==> run_1/sizes.png <==
Bar = 20 microns.
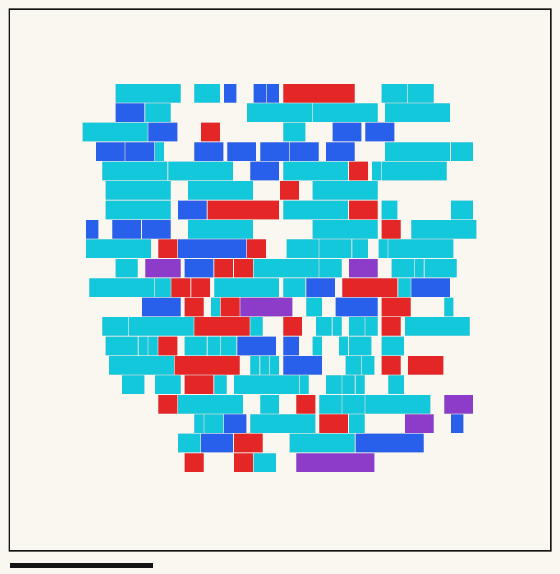
==> run_1/placement.png <==
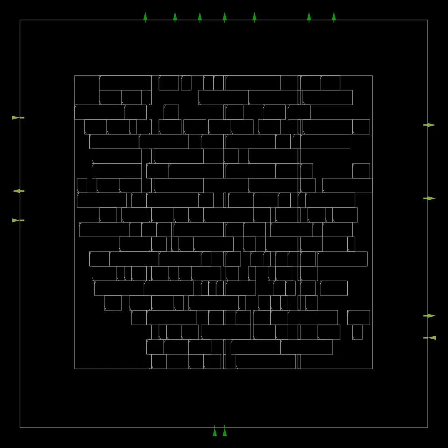
==> run_1/flops_by_reg.png <==
Other sequential cells in the stronger grey, the rest of the logic in the fainter grey.
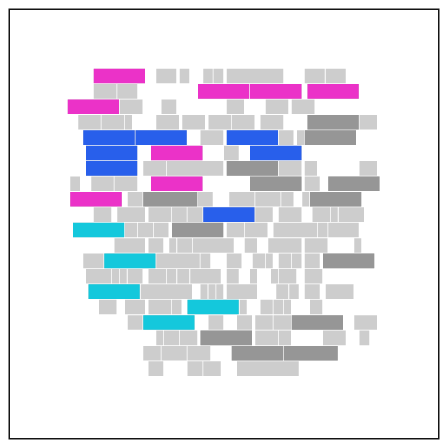
==> config.mk <==
export PLATFORM = sky130hd
export DESIGN_NAME = usb_rx_deframer
export DESIGN_NICKNAME = d
export VERILOG_FILES = /design/src/rtl/usb_rx_pkg.sv /design/src/rtl/usb_bit_unstuff.sv /design/src/rtl/usb_rx_deframer.sv
export SDC_FILE = /design/constraint.sdc
export NUM_CORES = 1
export LEC_CHECK = 0
export CORE_MARGIN = 10
export CORE_UTILIZATION = 50
export DETAILED_ROUTE_END_ITERATION = 6
export GPL_TIMING_DRIVEN = 0
export HOLD_SLACK_MARGIN = 0.12
export PLACE_DENSITY = 0.74
export SYNTH_ARGS = -nofsm -noshare
export SYNTH_HDL_FRONTEND = slang
export SYNTH_SLANG_ARGS = --single-unit
export TNS_END_PERCENT = 100
==> constraint.sdc <==
create_clock -name clock -period 1.6 [get_ports clock]
set_input_delay 0.48 -clock clock [delete_from_list [all_inputs] [get_ports clock]]
set_output_delay 0.48 -clock clock [all_outputs]
set_load 0.03 [all_outputs]
==> src/rtl/usb_rx_pkg.sv <==
// Shared types and constants for the USB receive deframer.
package usb_rx_pkg;

    typedef enum logic [1:0] {
        ST_IDLE = 2'd0,
        ST_HUNT = 2'd1,
        ST_DATA = 2'd2
    } rx_state_e;

    localparam int SYNC_MIN_DEFAULT = 12;
    localparam int STUFF_RUN        = 6;

endpackage

==> src/rtl/usb_bit_unstuff.sv <==
// NRZI decoder and bit-stuff tracker: classifies each line bit as data,
// dropped stuff bit, or end-of-packet (stuff position holding a 1).
module usb_bit_unstuff
    import usb_rx_pkg::*;
(
    input  logic clock,
    input  logic reset,
    input  logic din_i,
    input  logic din_valid_i,
    input  logic active_i,
    input  logic data_mode_i,
    output logic bit_o,
    output logic bit_valid_o,
    output logic stuff_drop_o,
    output logic eop_o
);

    localparam logic [2:0] RUN = 3'(STUFF_RUN);

    logic       prev_q, prev_d;
    logic       primed_q, primed_d;
    logic [2:0] ones_q, ones_d;
    logic       dec;

    assign dec   = (din_i == prev_q);
    assign bit_o = dec;

    always_comb begin
        prev_d       = prev_q;
        primed_d     = primed_q;
        ones_d       = ones_q;
        bit_valid_o  = 1'b0;
        stuff_drop_o = 1'b0;
        eop_o        = 1'b0;
        if (!active_i) begin
            primed_d = 1'b0;
            ones_d   = 3'd0;
        end else if (din_valid_i) begin
            prev_d   = din_i;
            primed_d = 1'b1;
            // The first bit after leaving idle only seeds the line history.
            if (primed_q) begin
                if (data_mode_i && ones_q == RUN) begin
                    eop_o        = dec;
                    stuff_drop_o = !dec;
                    ones_d       = 3'd0;
                end else begin
                    bit_valid_o = 1'b1;
                    if (data_mode_i) ones_d = dec ? ones_q + 3'd1 : 3'd0;
                end
            end
        end
    end

    always_ff @(posedge clock or negedge reset) begin
        if (!reset) begin
            prev_q   <= 1'b1;
            primed_q <= 1'b0;
            ones_q   <= 3'd0;
        end else begin
            prev_q   <= prev_d;
            primed_q <= primed_d;
            ones_q   <= ones_d;
        end
    end

endmodule

==> src/rtl/usb_rx_deframer.sv <==
// USB receive deframer: SYNC hunt, byte assembly and EOP/abort handling
// on top of the NRZI/unstuff front end.
module usb_rx_deframer
    import usb_rx_pkg::*;
#(
    parameter int SYNC_MIN = SYNC_MIN_DEFAULT
) (
    input  logic       clock,
    input  logic       reset,
    input  logic       din,
    input  logic       din_valid,
    input  logic       line_active,
    output logic [7:0] rx_data,
    output logic       rx_valid,
    output logic       rx_active,
    output logic       rx_error
);

    rx_state_e  state_q, state_d;
    logic [4:0] zcnt_q, zcnt_d;
    logic [2:0] bcnt_q, bcnt_d;
    logic [7:0] shift_q, shift_d;
    logic [7:0] rx_data_q, rx_data_d;
    logic       rx_valid_q, rx_valid_d;
    logic       rx_error_q, rx_error_d;
    logic       need_low_q, need_low_d;

    logic dec_bit, dec_valid, stuff_drop, eop;

    usb_bit_unstuff u_unstuff (
        .clock        (clock),
        .reset        (reset),
        .din_i        (din),
        .din_valid_i  (din_valid),
        .active_i     (state_q != ST_IDLE),
        .data_mode_i  (state_q == ST_DATA),
        .bit_o        (dec_bit),
        .bit_valid_o  (dec_valid),
        .stuff_drop_o (stuff_drop),
        .eop_o        (eop)
    );

    always_comb begin
        state_d    = state_q;
        zcnt_d     = zcnt_q;
        bcnt_d     = bcnt_q;
        shift_d    = shift_q;
        rx_data_d  = rx_data_q;
        rx_valid_d = 1'b0;
        rx_error_d = 1'b0;
        need_low_d = need_low_q;
        // After an EOP the bus must be seen idle before hunting again.
        if (!line_active) need_low_d = 1'b0;
        case (state_q)
            ST_IDLE: begin
                zcnt_d = 5'd0;
                bcnt_d = 3'd0;
                if (line_active && !need_low_q) state_d = ST_HUNT;
            end
            ST_HUNT: begin
                if (!line_active) begin
                    state_d = ST_IDLE;
                end else if (dec_valid) begin
                    if (!dec_bit) begin
                        zcnt_d = (zcnt_q == 5'd31) ? zcnt_q : zcnt_q + 5'd1;
                    end else begin
                        zcnt_d = 5'd0;
                        if (int'(zcnt_q) >= SYNC_MIN) state_d = ST_DATA;
                    end
                end
            end
            ST_DATA: begin
                if (!line_active) begin
                    state_d    = ST_IDLE;
                    rx_error_d = 1'b1;
                    bcnt_d     = 3'd0;
                end else if (eop) begin
                    // Seven pending bits are the 0111111 head of a clean EOP.
                    state_d    = ST_IDLE;
                    need_low_d = 1'b1;
                    rx_error_d = (bcnt_q != 3'd7);
                    bcnt_d     = 3'd0;
                end else if (dec_valid && !stuff_drop) begin
                    shift_d = {dec_bit, shift_q[7:1]};
                    bcnt_d  = bcnt_q + 3'd1;
                    if (bcnt_q == 3'd7) begin
                        rx_data_d  = shift_d;
                        rx_valid_d = 1'b1;
                    end
                end
            end
            default: state_d = ST_IDLE;
        endcase
    end

    always_ff @(posedge clock or negedge reset) begin
        if (!reset) begin
            state_q    <= ST_IDLE;
            zcnt_q     <= 5'd0;
            bcnt_q     <= 3'd0;
            shift_q    <= 8'h00;
            rx_data_q  <= 8'h00;
            rx_valid_q <= 1'b0;
            rx_error_q <= 1'b0;
            need_low_q <= 1'b0;
        end else begin
            state_q    <= state_d;
            zcnt_q     <= zcnt_d;
            bcnt_q     <= bcnt_d;
            shift_q    <= shift_d;
            rx_data_q  <= rx_data_d;
            rx_valid_q <= rx_valid_d;
            rx_error_q <= rx_error_d;
            need_low_q <= need_low_d;
        end
    end

    assign rx_data   = rx_data_q;
    assign rx_valid  = rx_valid_q;
    assign rx_error  = rx_error_q;
    assign rx_active = (state_q == ST_DATA);

endmodule

==> metrics.csv, run 1 <==
stage,metric,value,unit
yosys,"Distinct cells, synth",37,
grt,largest net degree at the start of global routing,34,
placement,Cells after DPL,172,
drt,DR top layer,met4,
run_status,violated checks,negative setup slack,
final_timing,setup ws final,-0.1306,ns
cts,CTS resizes,29,
run_status,status,"complete, but fails checks",
critical_path,Crit Path Max Fanout,4,
grt,grt met2 use,0.1917,
final_layout,most common logic cells in the final layout,"dfrtp_1 (31), mux2_2 (17), buf_4 (15)",
final_timing,Least-Margin Pin Slew,0.7248,ns
final_layout,Layout Utilization,0.6842,
yosys,Yosys chip area,1544,sq um
final_layout,Layout clock area frac,0.04141,
pwr,Top Consumer,sequential cells,
cts,H-tree depth,2,
pwr,PwrDens,816.6,nW/um^2
yosys,Seq cells post-synth,33,
yosys,"XOR Share, Synth",0.01135,
critical_path,FF-to-FF End,zcnt_q[3],
drt,M1 wire length,1.434,mm
final_layout,Area Overhead vs Synth,33.06,%
critical_path,kind of critical path,register to register,
final_timing,final setup violation count,7,
drt,routed via count,1143,
yosys,yosys warns,0,
pwr,Overall Power,1.678,mW
die,die height,75.57,microns
final_timing,period utilization,1.082,
Notes on sizes.png above:
Cyan shows _0 and _1 cells, cells 93, share 57%. Red shows _3 and _4 cells, cells 31, share 19%. Purple shows _6 and larger, cells 6, share 3.7%. Blue shows _2 cells, cells 32, share 20%.

Notes on placement.png above:
Seq area share: 0.4032
Site Rows: 20
fin cells: 195

Notes on flops_by_reg.png above:
Magenta shows `rx_data`, sequential cells 8. Cyan shows `zcnt_q`, sequential cells 5. Blue shows `shift_q`, sequential cells 7.
Another 13 sequential cells are not coloured.

==> run 1: cells in the mapped netlist (2+ instances only) <==
| master | n | share of area |
|---|---|---|
| mux2_2 | 17 | 0.12 |
| and3_1 | 3 | 0.012 |
| nand2_1 | 10 | 0.024 |
| inv_1 | 6 | 0.015 |
| a32o_1 | 2 | 0.013 |
| and2_1 | 4 | 0.016 |
| o221ai_1 | 2 | 0.011 |
| ha_1 | 7 | 0.057 |
| or4_1 | 3 | 0.015 |
| o41ai_1 | 2 | 0.011 |
| nand2b_1 | 2 | 0.0081 |
| a22o_1 | 3 | 0.017 |
| a21oi_1 | 5 | 0.016 |
| nand4b_1 | 2 | 0.011 |
| dfrtp_1 | 32 | 0.52 |
| o22ai_1 | 3 | 0.012 |
==> run_1/clk_routes.png <==
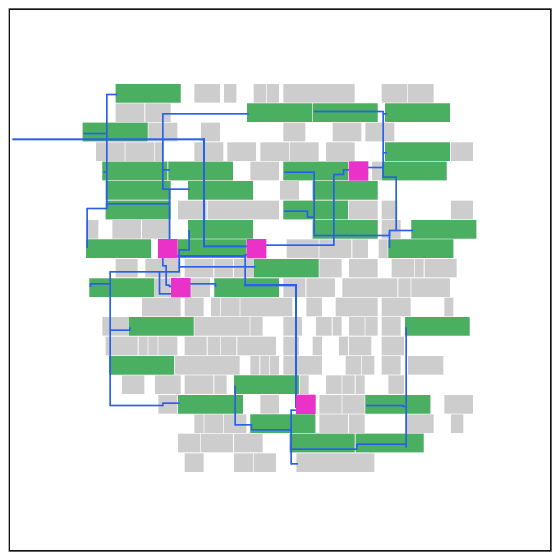

==> inputs of run 2 (changes only) <==
--- a/config.mk
+++ b/config.mk
@@ -6,11 +6,11 @@
 export NUM_CORES = 1
 export LEC_CHECK = 0
 export CORE_MARGIN = 10
-export CORE_UTILIZATION = 50
+export CORE_UTILIZATION = 59
+export CTS_CLUSTER_DIAMETER = 150
 export DETAILED_ROUTE_END_ITERATION = 6
 export GPL_TIMING_DRIVEN = 0
-export HOLD_SLACK_MARGIN = 0.12
-export PLACE_DENSITY = 0.74
+export PLACE_DENSITY = 0.82
 export SYNTH_ARGS = -nofsm -noshare
 export SYNTH_HDL_FRONTEND = slang
 export SYNTH_SLANG_ARGS = --single-unit
==> constraint.sdc (replaced) <==
create_clock -name clock -period 2.1 [get_ports clock]
set_input_delay 0.63 -clock clock [delete_from_list [all_inputs] [get_ports clock]]
set_output_delay 0.63 -clock clock [all_outputs]
set_load 0.03 [all_outputs]
==> run_2/clk_routes.png <==
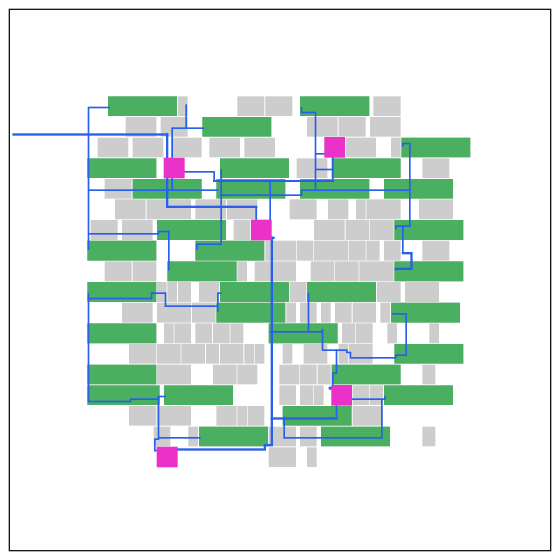
Magenta shows clock drivers, count 5. Blue shows clock wires, length 415 microns. Green shows flip-flops, count 33.
There are 6 routed clock nets.

==> run 2 against run 1 <==
The flow now finishes without violations. Cell area shrank 13%. Utilization grew 3.4 points. Clock skew grew 0.0031 ns. Via count shrank 6.3%. Critical endpoint is now rx_data[7]. Non-clock buffer count shrank 15. Combinational power shrank 58%. Setup slack gained 0.23 ns. Synthesized cell count is the same. Sequential power shrank 24%. Register-to-register slack gained 0.38 ns. Cell count shrank 9.2%.
==> metrics.csv, run 2 <==
stage,metric,value,unit,change
drt,met3 WL,177,microns,was 132 microns
drt,Vias/cell,6.051,,was 5.862
critical_path,worst-case reg-to-reg path depth,6,,unchanged
die,die height,71.16,microns,was 75.57 microns
pwr,Top Consumer,sequential cells,,unchanged
yosys,most numerous cell in the Yosys netlist,dfrtp_1,,unchanged
final_timing,Least-Margin Pin Slew,0.7175,ns,was 0.7248 ns
flow_run,Log Warnings,29,,was 32
drt,routed via count,1071,,was 1143
yosys,Synth area leaders,"dfrtp_1 (52%), mux2_2 (12%), ha_1 (5.7%)",,unchanged
cts,H-tree depth,2,,unchanged
placement,Post-DP HPWL,2.155,mm,was 2.086 mm
grt,number of global-route vias before repair,1098,,was 1054
yosys,Synth area leader,dfrtp_1,,unchanged
critical_path,FF-to-FF End,zcnt_q[3],,unchanged
final_layout,FILL cells,176,,was 215
yosys,instance tally after logic synthesis,124,,unchanged
critical_path,crit-path cells,clkdlybuf4s50_1,,was ha_2 > and3_4 > ha_4 > nand4b_1 > or4_1 > o22ai_2
yosys,Max-area cell share,0.5186,,unchanged
yosys,Seq cells post-synth,33,,unchanged
yosys,yosys warns,0,,unchanged
cts,hold_buf cts,0,,unchanged
critical_path,kind of critical path,register to primary output,,was register to register
final_layout,Area Overhead vs Synth,15.15,%,was 33.06%
die,Site Rows,18,,was 20
final_timing,final setup violation count,0,,was 7
cts,TritonCTS clock tree,built,,unchanged
pwr,PwrDens,597.2,nW/um^2,was 816.6 nW/um^2
yosys,Yosys chip area,1544,sq um,unchanged
grt,GRT busiest layer,met2,,unchanged
yosys,list of most frequent post-synthesis cells,"dfrtp_1 (32), mux2_2 (17), nand2_1 (10), ha_1 (7), inv_1 (6)",,unchanged
final_timing,Slew Limit Fails,0,,unchanged
yosys,yosys simple share,0.1329,,unchanged
grt,largest net degree at the start of global routing,34,,unchanged
grt,grt met2 use,0.2049,,was 0.1917
run_status,status,finished clean,,"was complete, but fails checks"
placement,PortBufs,15,,unchanged
pwr,Sequential Power Share,0.614,,was 0.510
yosys,Syn Std Cell Area,1544,sq um,unchanged
drt,DR top layer,met4,,unchanged
drt,M1 wire length,1.248,mm,was 1.434 mm
cts,maximum buffer depth of the clock tree,2,,unchanged
yosys,"Distinct cells, synth",37,,unchanged
final_timing,period utilization,0.9519,,
critical_path,Crit Path Max Fanout,2,,was 4
final_layout,most common logic cells in the final layout,"dfrtp_1 (32), mux2_2 (17), clkdlybuf4s50_1 (13)",,"was dfrtp_1 (31), mux2_2 (17), buf_4 (15)"
yosys,"XOR Share, Synth",0.01135,,unchanged
==> run_2/metal_density.png <==
Bar = 20 microns. The die is cut into 14 by 14 equal tiles; dark purple is low, yellow is high, scaled to the fullest tile. Values are wire area over tile area, all layers added.
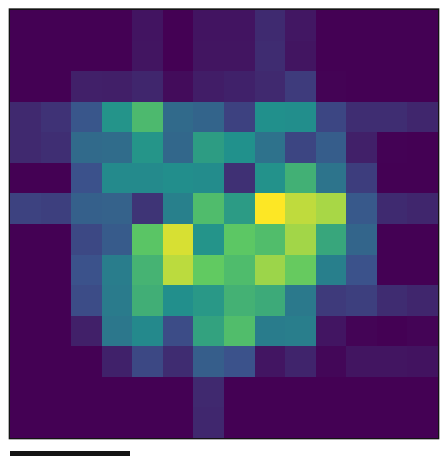
16% of the tiles are over half the peak. The emptiest ninth of the die: bottom right. 38% of the tiles are nearly empty.

run 2: final cells by class:
class | count | share of cell area
Buffer | 4 | 0.01548
Clock buffer | 8 | 0.02745
Inverter | 6 | 0.01267
Tap cell | 30 | 0.02111
Timing Repair Buffer | 15 | 0.07882
Sequential cell | 33 | 0.4652
Multi-Input combinational cell | 81 | 0.3793
run 2: metrics by stage:
stage | power (mW) | TNS (ns) | utilization | cells | setup WS, ns
after global placement | 0.7330 | -10.43 | 0.6990 | 169 | -0.2540
final | 1.062 | 0 | 0.7177 | 177 | 0.1010
after global routing | 1.116 | 0 | 0.7177 | 177 | 0.02438
after detailed placement | 0.7361 | -4.614 | 0.6970 | 169 | -0.3149
after CTS | 1.072 | 0 | 0.7172 | 177 | 0.04855
after floorplan | 0.6990 | 0 | - | 124 | 0.3979
Power is estimated from default activity; no workload was simulated.
